==> src/rtl/ritc_phase_scan_pkg.sv <==
// Shared types and default constants for the RITC phase-scan sequencer.
package ritc_phase_scan_pkg;

   localparam int unsigned DefStepW         = 10;
   localparam int unsigned DefSettleCycles  = 4;
   localparam int unsigned DefCaptureLat    = 3;
   localparam int unsigned DefTimeoutCycles = 1023;

   typedef enum logic [3:0] {
      StIdle,
      StScan,
      StCapture,
      StStep,
      StWaitDone,
      StSettle,
      StRetStep,
      StRetWait,
      StFinish
   } state_e;

   typedef struct packed {
      logic busy;
      logic done;
      logic aborted;
      logic timeout;
      logic edge_found;
   } status_t;

endpackage

==> src/rtl/ritc_ps_step_handshake.sv <==
// One phase-shift step: PSEN pulse, wait for PSDONE, give up after TIMEOUT_CYCLES.
module ritc_ps_step_handshake
   import ritc_phase_scan_pkg::*;
#(
   parameter int unsigned TIMEOUT_CYCLES = DefTimeoutCycles
) (
   input  logic clk,
   input  logic rst_n,
   input  logic req,
   input  logic step_dir,
   input  logic psdone,
   output logic psen,
   output logic psincdec,
   output logic ack,
   output logic tmo
);

   localparam int unsigned TmrW = $clog2(TIMEOUT_CYCLES + 1);

   logic            waiting_q;
   logic [TmrW-1:0] tmr_q;
   logic            dir_q;

   // The wait window opens the cycle after PSEN, so a same-cycle PSDONE is never taken.
   always_comb begin
      psen     = req;
      psincdec = req ? step_dir : dir_q;
      ack      = waiting_q & psdone;
      tmo      = waiting_q & ~psdone & (tmr_q == TmrW'(TIMEOUT_CYCLES - 1));
   end

   always_ff @(posedge clk or negedge rst_n) begin
      if (!rst_n) begin
         waiting_q <= 1'b0;
         tmr_q     <= '0;
         dir_q     <= 1'b0;
      end else if (req) begin
         waiting_q <= 1'b1;
         tmr_q     <= '0;
         dir_q     <= step_dir;
      end else if (ack || tmo) begin
         waiting_q <= 1'b0;
      end else if (waiting_q) begin
         tmr_q <= tmr_q + TmrW'(1);
      end
   end

endmodule

==> src/rtl/ritc_phase_scan_sequencer.sv <==
// Phase-scan sequencer: sweeps CLK_PS N steps, samples the scan bit at every point and reports
// the first 0->1 edge, the ones count and the running phase offset; optionally returns home.
module ritc_phase_scan_sequencer
   import ritc_phase_scan_pkg::*;
#(
   parameter int unsigned STEP_W         = DefStepW,
   parameter int unsigned SETTLE_CYCLES  = DefSettleCycles,
   parameter int unsigned CAPTURE_LAT    = DefCaptureLat,
   parameter int unsigned TIMEOUT_CYCLES = DefTimeoutCycles
) (
   input  logic                     user_clk_i,
   input  logic                     user_rst_n_i,
   input  logic                     start_i,
   input  logic                     abort_i,
   input  logic [STEP_W-1:0]        nsteps_i,
   input  logic                     dir_i,
   input  logic                     return_i,
   output logic                     psen_o,
   output logic                     psincdec_o,
   input  logic                     psdone_i,
   output logic                     do_scan_o,
   input  logic                     scan_bit_i,
   output logic                     busy_o,
   output logic                     done_o,
   output logic                     aborted_o,
   output logic                     timeout_o,
   output logic                     edge_found_o,
   output logic [STEP_W-1:0]        edge_pos_o,
   output logic [STEP_W:0]          ones_count_o,
   output logic signed [STEP_W+1:0] pos_o
);

   localparam int unsigned CntMax = (SETTLE_CYCLES > CAPTURE_LAT) ? SETTLE_CYCLES : CAPTURE_LAT;
   localparam int unsigned CntW   = $clog2(CntMax + 1);

   state_e            state_q, state_d;
   logic [STEP_W-1:0] n_q, n_d, k_q, k_d, edge_pos_q, edge_pos_d;
   logic              dir_q, dir_d, ret_q, ret_d, prev_q, prev_d;
   logic              pend_q, pend_d, aborted_q, aborted_d, timeout_q, timeout_d;
   logic              edge_found_q, edge_found_d;
   logic [CntW-1:0]   cnt_q, cnt_d;
   logic [STEP_W:0]   ones_q, ones_d;
   logic [STEP_W+1:0] pos_q, pos_d;
   logic              hs_req, hs_dir, hs_ack, hs_tmo;
   status_t           status;

   ritc_ps_step_handshake #(
      .TIMEOUT_CYCLES (TIMEOUT_CYCLES)
   ) u_step_handshake (
      .clk      (user_clk_i),
      .rst_n    (user_rst_n_i),
      .req      (hs_req),
      .step_dir (hs_dir),
      .psdone   (psdone_i),
      .psen     (psen_o),
      .psincdec (psincdec_o),
      .ack      (hs_ack),
      .tmo      (hs_tmo)
   );

   always_comb begin
      state_d      = state_q;
      n_d          = n_q;
      k_d          = k_q;
      dir_d        = dir_q;
      ret_d        = ret_q;
      prev_d       = prev_q;
      pend_d       = pend_q;
      aborted_d    = aborted_q;
      timeout_d    = timeout_q;
      edge_found_d = edge_found_q;
      edge_pos_d   = edge_pos_q;
      cnt_d        = cnt_q;
      ones_d       = ones_q;
      pos_d        = pos_q;
      hs_req       = 1'b0;
      hs_dir       = dir_q;
      do_scan_o    = 1'b0;
      unique case (state_q)
         StIdle: begin
            if (start_i) begin
               n_d          = nsteps_i;
               dir_d        = dir_i;
               ret_d        = return_i;
               k_d          = '0;
               prev_d       = 1'b0;
               pend_d       = 1'b0;
               aborted_d    = 1'b0;
               timeout_d    = 1'b0;
               edge_found_d = 1'b0;
               edge_pos_d   = '0;
               ones_d       = '0;
               state_d      = StScan;
            end
         end
         StScan: begin
            do_scan_o = 1'b1;
            cnt_d     = '0;
            if (abort_i) begin
               aborted_d = 1'b1;
               state_d   = StFinish;
            end else begin
               state_d = StCapture;
            end
         end
         StCapture: begin
            if (abort_i) begin
               aborted_d = 1'b1;
               state_d   = StFinish;
            end else if (cnt_q == CntW'(CAPTURE_LAT - 1)) begin
               ones_d = ones_q + {{STEP_W{1'b0}}, scan_bit_i};
               if ((k_q != '0) && !prev_q && scan_bit_i && !edge_found_q) begin
                  edge_found_d = 1'b1;
                  edge_pos_d   = k_q;
               end
               prev_d = scan_bit_i;
               if (k_q == n_q) begin
                  state_d = (ret_q && (k_q != '0)) ? StRetStep : StFinish;
               end else begin
                  state_d = StStep;
               end
            end else begin
               cnt_d = cnt_q + CntW'(1);
            end
         end
         StStep: begin
            hs_req  = 1'b1;
            hs_dir  = dir_q;
            pos_d   = dir_q ? pos_q + (STEP_W+2)'(1) : pos_q - (STEP_W+2)'(1);
            k_d     = k_q + STEP_W'(1);
            pend_d  = pend_q | abort_i;
            state_d = StWaitDone;
         end
         StWaitDone: begin
            // An abort here is deferred until the outstanding shift resolves.
            pend_d = pend_q | abort_i;
            if (hs_ack || hs_tmo) begin
               timeout_d = timeout_q | hs_tmo;
               aborted_d = aborted_q | pend_d;
               cnt_d     = '0;
               state_d   = (hs_tmo || pend_d) ? StFinish : StSettle;
            end
         end
         StSettle: begin
            if (abort_i) begin
               aborted_d = 1'b1;
               state_d   = StFinish;
            end else if (cnt_q == CntW'(SETTLE_CYCLES - 1)) begin
               state_d = StScan;
            end else begin
               cnt_d = cnt_q + CntW'(1);
            end
         end
         StRetStep: begin
            hs_req  = 1'b1;
            hs_dir  = ~dir_q;
            pos_d   = dir_q ? pos_q - (STEP_W+2)'(1) : pos_q + (STEP_W+2)'(1);
            k_d     = k_q - STEP_W'(1);
            pend_d  = pend_q | abort_i;
            state_d = StRetWait;
         end
         StRetWait: begin
            pend_d = pend_q | abort_i;
            if (hs_ack || hs_tmo) begin
               timeout_d = timeout_q | hs_tmo;
               aborted_d = aborted_q | pend_d;
               state_d   = (hs_tmo || pend_d || (k_q == '0)) ? StFinish : StRetStep;
            end
         end
         StFinish: state_d = StIdle;
         default:  state_d = StIdle;
      endcase
   end

   always_comb begin
      status            = '0;
      status.busy       = (state_q != StIdle) && (state_q != StFinish);
      status.done       = (state_q == StFinish);
      status.aborted    = aborted_q;
      status.timeout    = timeout_q;
      status.edge_found = edge_found_q;
   end

   assign busy_o       = status.busy;
   assign done_o       = status.done;
   assign aborted_o    = status.aborted;
   assign timeout_o    = status.timeout;
   assign edge_found_o = status.edge_found;
   assign edge_pos_o   = edge_pos_q;
   assign ones_count_o = ones_q;
   assign pos_o        = pos_q;

   always_ff @(posedge user_clk_i or negedge user_rst_n_i) begin
      if (!user_rst_n_i) begin
         state_q      <= StIdle;
         n_q          <= '0;
         k_q          <= '0;
         dir_q        <= 1'b0;
         ret_q        <= 1'b0;
         prev_q       <= 1'b0;
         pend_q       <= 1'b0;
         aborted_q    <= 1'b0;
         timeout_q    <= 1'b0;
         edge_found_q <= 1'b0;
         edge_pos_q   <= '0;
         cnt_q        <= '0;
         ones_q       <= '0;
         pos_q        <= '0;
      end else begin
         state_q      <= state_d;
         n_q          <= n_d;
         k_q          <= k_d;
         dir_q        <= dir_d;
         ret_q        <= ret_d;
         prev_q       <= prev_d;
         pend_q       <= pend_d;
         aborted_q    <= aborted_d;
         timeout_q    <= timeout_d;
         edge_found_q <= edge_found_d;
         edge_pos_q   <= edge_pos_d;
         cnt_q        <= cnt_d;
         ones_q       <= ones_d;
         pos_q        <= pos_d;
      end
   end

endmodule

==> config.mk <==
export PLATFORM = sky130hd
export DESIGN_NAME = ritc_phase_scan_sequencer
export DESIGN_NICKNAME = d
export VERILOG_FILES = /design/src/rtl/ritc_phase_scan_pkg.sv /design/src/rtl/ritc_ps_step_handshake.sv /design/src/rtl/ritc_phase_scan_sequencer.sv
export SDC_FILE = /design/constraint.sdc
export NUM_CORES = 1
export LEC_CHECK = 0
export CAP_MARGIN = 40
export CORE_ASPECT_RATIO = 0.7
export CORE_MARGIN = 5
export CORE_UTILIZATION = 40
export CTS_CLUSTER_SIZE = 25
export DETAILED_ROUTE_END_ITERATION = 16
export PLACE_DENSITY = 0.66
export SYNTH_ARGS = -nofsm -noshare
export SYNTH_HDL_FRONTEND = slang
export SYNTH_SLANG_ARGS = --single-unit
export TNS_END_PERCENT = 10
==> constraint.sdc <==
create_clock -name user_clk_i -period 8.6 [get_ports user_clk_i]
set_clock_uncertainty 0.2 [all_clocks]
set_input_delay 1.72 -clock user_clk_i [delete_from_list [all_inputs] [get_ports user_clk_i]]
set_output_delay 1.72 -clock user_clk_i [all_outputs]
set_load 0.01 [all_outputs]
### Clock wiring as the flow saved it, run 1

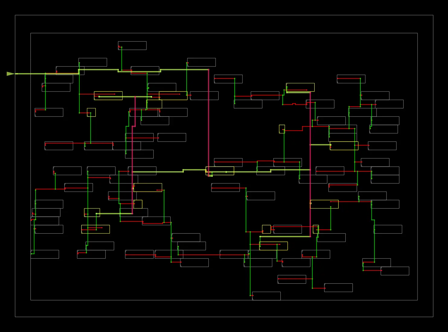
clk sink count: 79
clk latency late pin: 0.34 ns
flip-flops: 79
clkbuf count: 11
Power Clock: 0.000366 W

### Cell density map, run 1

Scale bar: 50 um. 14 x 10 tiles, from dark purple (low) to yellow (high), 0 to 100% covered.
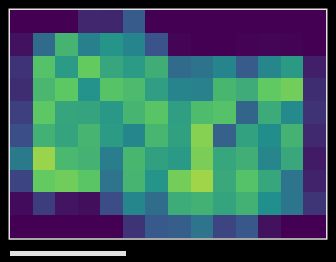
- emptiest ninth of the die: top right
- mean over tiles: 39%
- tiles over 75% full: 7.1%
- nearly empty tiles: 18%

==> flow_summary.yaml, run 1 <==
# generated from flow reports
floorplan:
  fp_util_pct: 40.6
  die_y_um: 98.3
  dieArea_sq_mm: 0.0134
setup_path:
  critPathSlowestCell: "dfrtp_1"
  critPathLaunch: "state_q[0]"
  criticalPathCategory: "reg -> out"
  worst_path_dominant_cell_family: "flip-flops"
  max_stage_delay_ns: 0.63
  startpoint_type: "flop"
  cp.depth: 4
  rr_endpoint: "k_q[8]"
  endpoint_kind: "output pin"
clock_network:
  cts-root-buf: "clkbuf_16"
  clk_pin_slew_ns: 0.06
  cts_buffers: 9
  cts_tree: "yes"
sta:
  tightestPinTransition_ns: 0.891
  fmax_ghz: 0.208
  rsz0062_at_grt: "no"
  hold_ws_ns: 0.286
  setup_viol: 0
  fin_ws_ns: 3.79
  post-route-period-util_pct: 55.9
power:
  ir_worst_vdd_v: 0.000165
  p_per_area_mw_per_mm2: 321
logic_synthesis:
  syn_area_sq_mm: 0.00446
  synthFlopType: "dfrtp_1"
  synth_nets: 518
  syn_avg_cell_area_sq_um: 9.10
  synthCells: 490
  fa_ha_area_share_pct: 2.81
detailed_routing:
  ant_nets: 0
  firstDrtPassIters: 5
placement:
  dpl-instance-area_sq_mm: 0.00516
  port_buffers: 58
  gp_congestion: 0.878
job:
  warning_count: 29
cells_and_area:
  mi_logic_area_sq_mm: 0.00230
  clock_cell_area_share_pct: 5.23
  comb_share_pct: 42.2
  utilization_pct: 49.7
  stdcell_count: 697
  inverters: 17
  area_growth_pct: 22.3
grt:
  antenna_found_initial: 0
  grt_pass1_wl_um: 18500
  grt_max_degree: 44
min_path:
  hold_start: "pos_o[11]"
status:
  status: "finished clean"
### Wiring heat map, run 1

27 x 20 tiles, from dark purple (low) to yellow (high), scaled to the fullest tile. Values are wire area over tile area, all layers added.
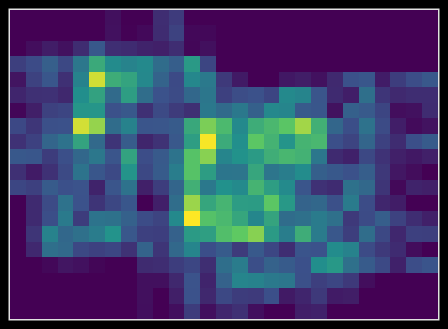
- densest ninth of the die: middle
- mean over tiles: 0.13
- tiles over half the peak: 12%
- fullest tile: 0.59

[run 1: synthesized netlist by cell type (2+ instances only)]
cell type / number / area (sq um)
a21oi_1: 22 / 110
nor4bb_1: 2 / 20.0
inv_1: 17 / 63.8
a21o_1: 4 / 30.0
o31ai_1: 2 / 15.0
mux2_2: 2 / 22.5
a31oi_1: 4 / 25.0
nand3_1: 10 / 50.1
o311ai_0: 2 / 17.5
nand2_1: 71 / 267
or4_1: 3 / 22.5
or4b_2: 2 / 20.0
and2_1: 3 / 18.8
a22o_1: 12 / 105
nor2_1: 31 / 116
xor2_1: 13 / 114
and3_1: 5 / 31.3
ha_1: 10 / 125
nor2b_1: 2 / 12.5
or2_2: 2 / 12.5
dfrtp_1: 79 / 1980
or3_1: 14 / 87.6
a211oi_1: 5 / 37.5
nor3_1: 21 / 105
xnor2_1: 28 / 245
nor4b_1: 3 / 26.3
mux2_1: 2 / 22.5
nand2b_1: 5 / 31.3
o21ai_0: 31 / 155
o21a_1: 2 / 15.0
nand4_1: 16 / 100
buf_2: 6 / 30.0
a211o_1: 3 / 26.3
nor3b_1: 4 / 30.0
nor4_1: 11 / 68.8
and4_1: 2 / 17.5
clkbuf_1: 18 / 67.6
[run 1: state kept, by name, indices dropped and copies added (netlist names), 3 cells and up]
register / count
cnt_q: 3
n_q: 10
k_q: 10
state_q: 4
u_step_handshake.tmr_q: 10
edge_pos_o: 10
ones_count_o: 11
pos_o: 12
[run 1: per-layer routing]
metal	GRT usage (%)	vias up	part of all wire, %
met5	0	-	0
met2	22.6	127	40
met3	4.99	13	6.8
li1	-	1853	-
met1	27.1	1779	52
met4	4.80	0	1.3
[run 1: where the power goes]
group          total, W  internal [W]  switching, W
clock          0.000366      0.000210      0.000156
combinational  0.000751      0.000322      0.000429
sequential     0.000633      0.000473      0.000160
### Routed metal, one color a layer, run 1

Two of the layers only.
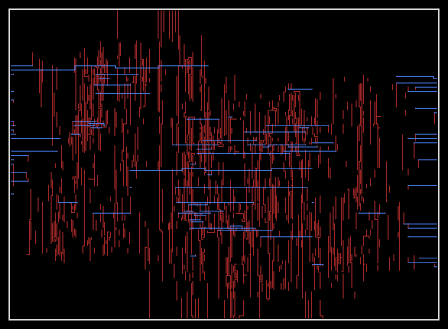

==> run 1 -> run 2 <==
clock period = 4.7 ns   (was 8.6 ns; I/O delays follow)
### Routed metal, one color a layer, run 2

Two of the layers only.
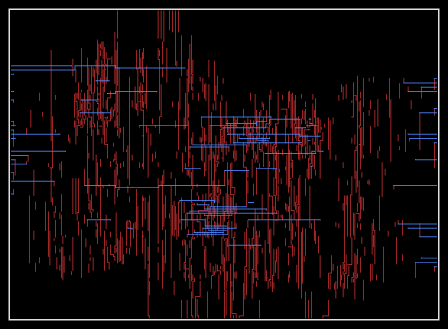
- blue: metal 3 (wire length 749 um)
- red: metal 2 (wire length 4620 um)

==> flow_summary.yaml, run 2 <==
# generated from flow reports
power:
  pg_clk_w: 0.000799
  p_per_area_mw_per_mm2: 603
  power_frac_clock_pct: 24.0
  p_sw_share_pct: 40.5
  p_int_w: 0.00198
  ir_worst_vdd_v: 0.000300
  power_switching_w: 0.00135
setup_path:
  max_stage_delay_ns: 0.64
  rr_endpoint: "edge_pos_o[5]"
  critPathSlowestCell: "dfrtp_1"
clock_network:
  worstSkewPairLatency_ns: 0.34
  clock-sinks: 79
  clk_pin_slew_ns: 0.06
logic_synthesis:
  synth.most_common_cell: "dfrtp_1"
  synthCells: 490
  syn_avg_cell_area_sq_um: 9.10
  synthFlopType: "dfrtp_1"
grt:
  antenna_found_initial: 0
placement:
  gp_congestion: 0.876
status:
  status: "finished clean"
detailed_routing:
  firstDrtPassIters: 5
cells_and_area:
  stdcell_count: 699
### Sequential cells colored by netlist name, run 2

Scale bar: 50 um. Other sequential cells in the stronger gray, the rest of the logic in the fainter gray.
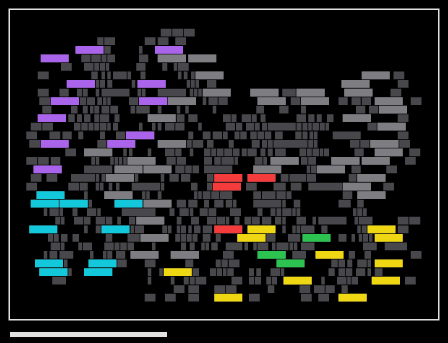
- green: cnt_q (sequential cells 3)
- yellow: ones_count_o (sequential cells 11)
- red: state_q (sequential cells 4; where middle)
- purple: pos_o (sequential cells 12)
- cyan: u_step_handshake.tmr_q (sequential cells 10)

[run 2: worst min-delay path by stage]
stage	startpoint	endpoint	slack [ns]	depth (start not counted)
4_1_cts	pos_o[11]	pos_o[11]	0.29	1
3_3_place_gp	pos_o[11]	pos_o[11]	0.27	1
6_report	pos_o[11]	pos_o[11]	0.28	1
3_5_place_dp	pos_o[11]	pos_o[11]	0.27	1
5_1_grt	n_q[0]	n_q[0]	0.33	2
2_1_floorplan	prev_q	prev_q	0.25	2
[run 2: metal layers]
metal  wire (um)  track usage [%]  up-vias  part of all wire, %
met5           0                0        -                    0
met4         110             3.41        0                  1.0
met3         749             4.58       13                  6.8
met2        4620             24.5      129                   42
met1        5520             26.1     1832                   50
li1            -                -     1862                    -
[run 2: through the flow]
stage	worst slack, ns	hold WS, ns	cell area [sq um]	total power (W)	utilization, %
2_1_floorplan	1.87	0.250	4460	0.00203	-
3_3_place_gp	1.19	0.268	5150	0.00249	46.9
3_5_place_dp	1.29	0.269	5180	0.00253	47.2
4_1_cts	0.978	0.291	5520	0.00334	50.3
5_1_grt	0.766	0.325	5520	0.00356	50.3
6_report	0.999	0.282	5520	0.00333	50.3
[run 2: layout make-up]
type                            count  area [sq um]
Multi-Input combinational cell    368          2300
Tap cell                          153           191
Inverter                           17          63.8
Clock inverter                      5           106
Sequential cell                    79          1980
Clock buffer                       11           233
Timing Repair Buffer               66           648
Fill cell                        1016          5450
[run 2: cell families after synthesis]
family | Yosys count | share of synthesized area [%]
mux | 5 | 1.23
fa+ha+maj | 10 | 2.81
compound gates | 97 | 14.2
flops | 79 | 44.3
simple gates | 215 | 25.4
xor+xnor | 41 | 8.05
buf+inv | 43 | 4.04
Power and IR drop assume default switching activity.
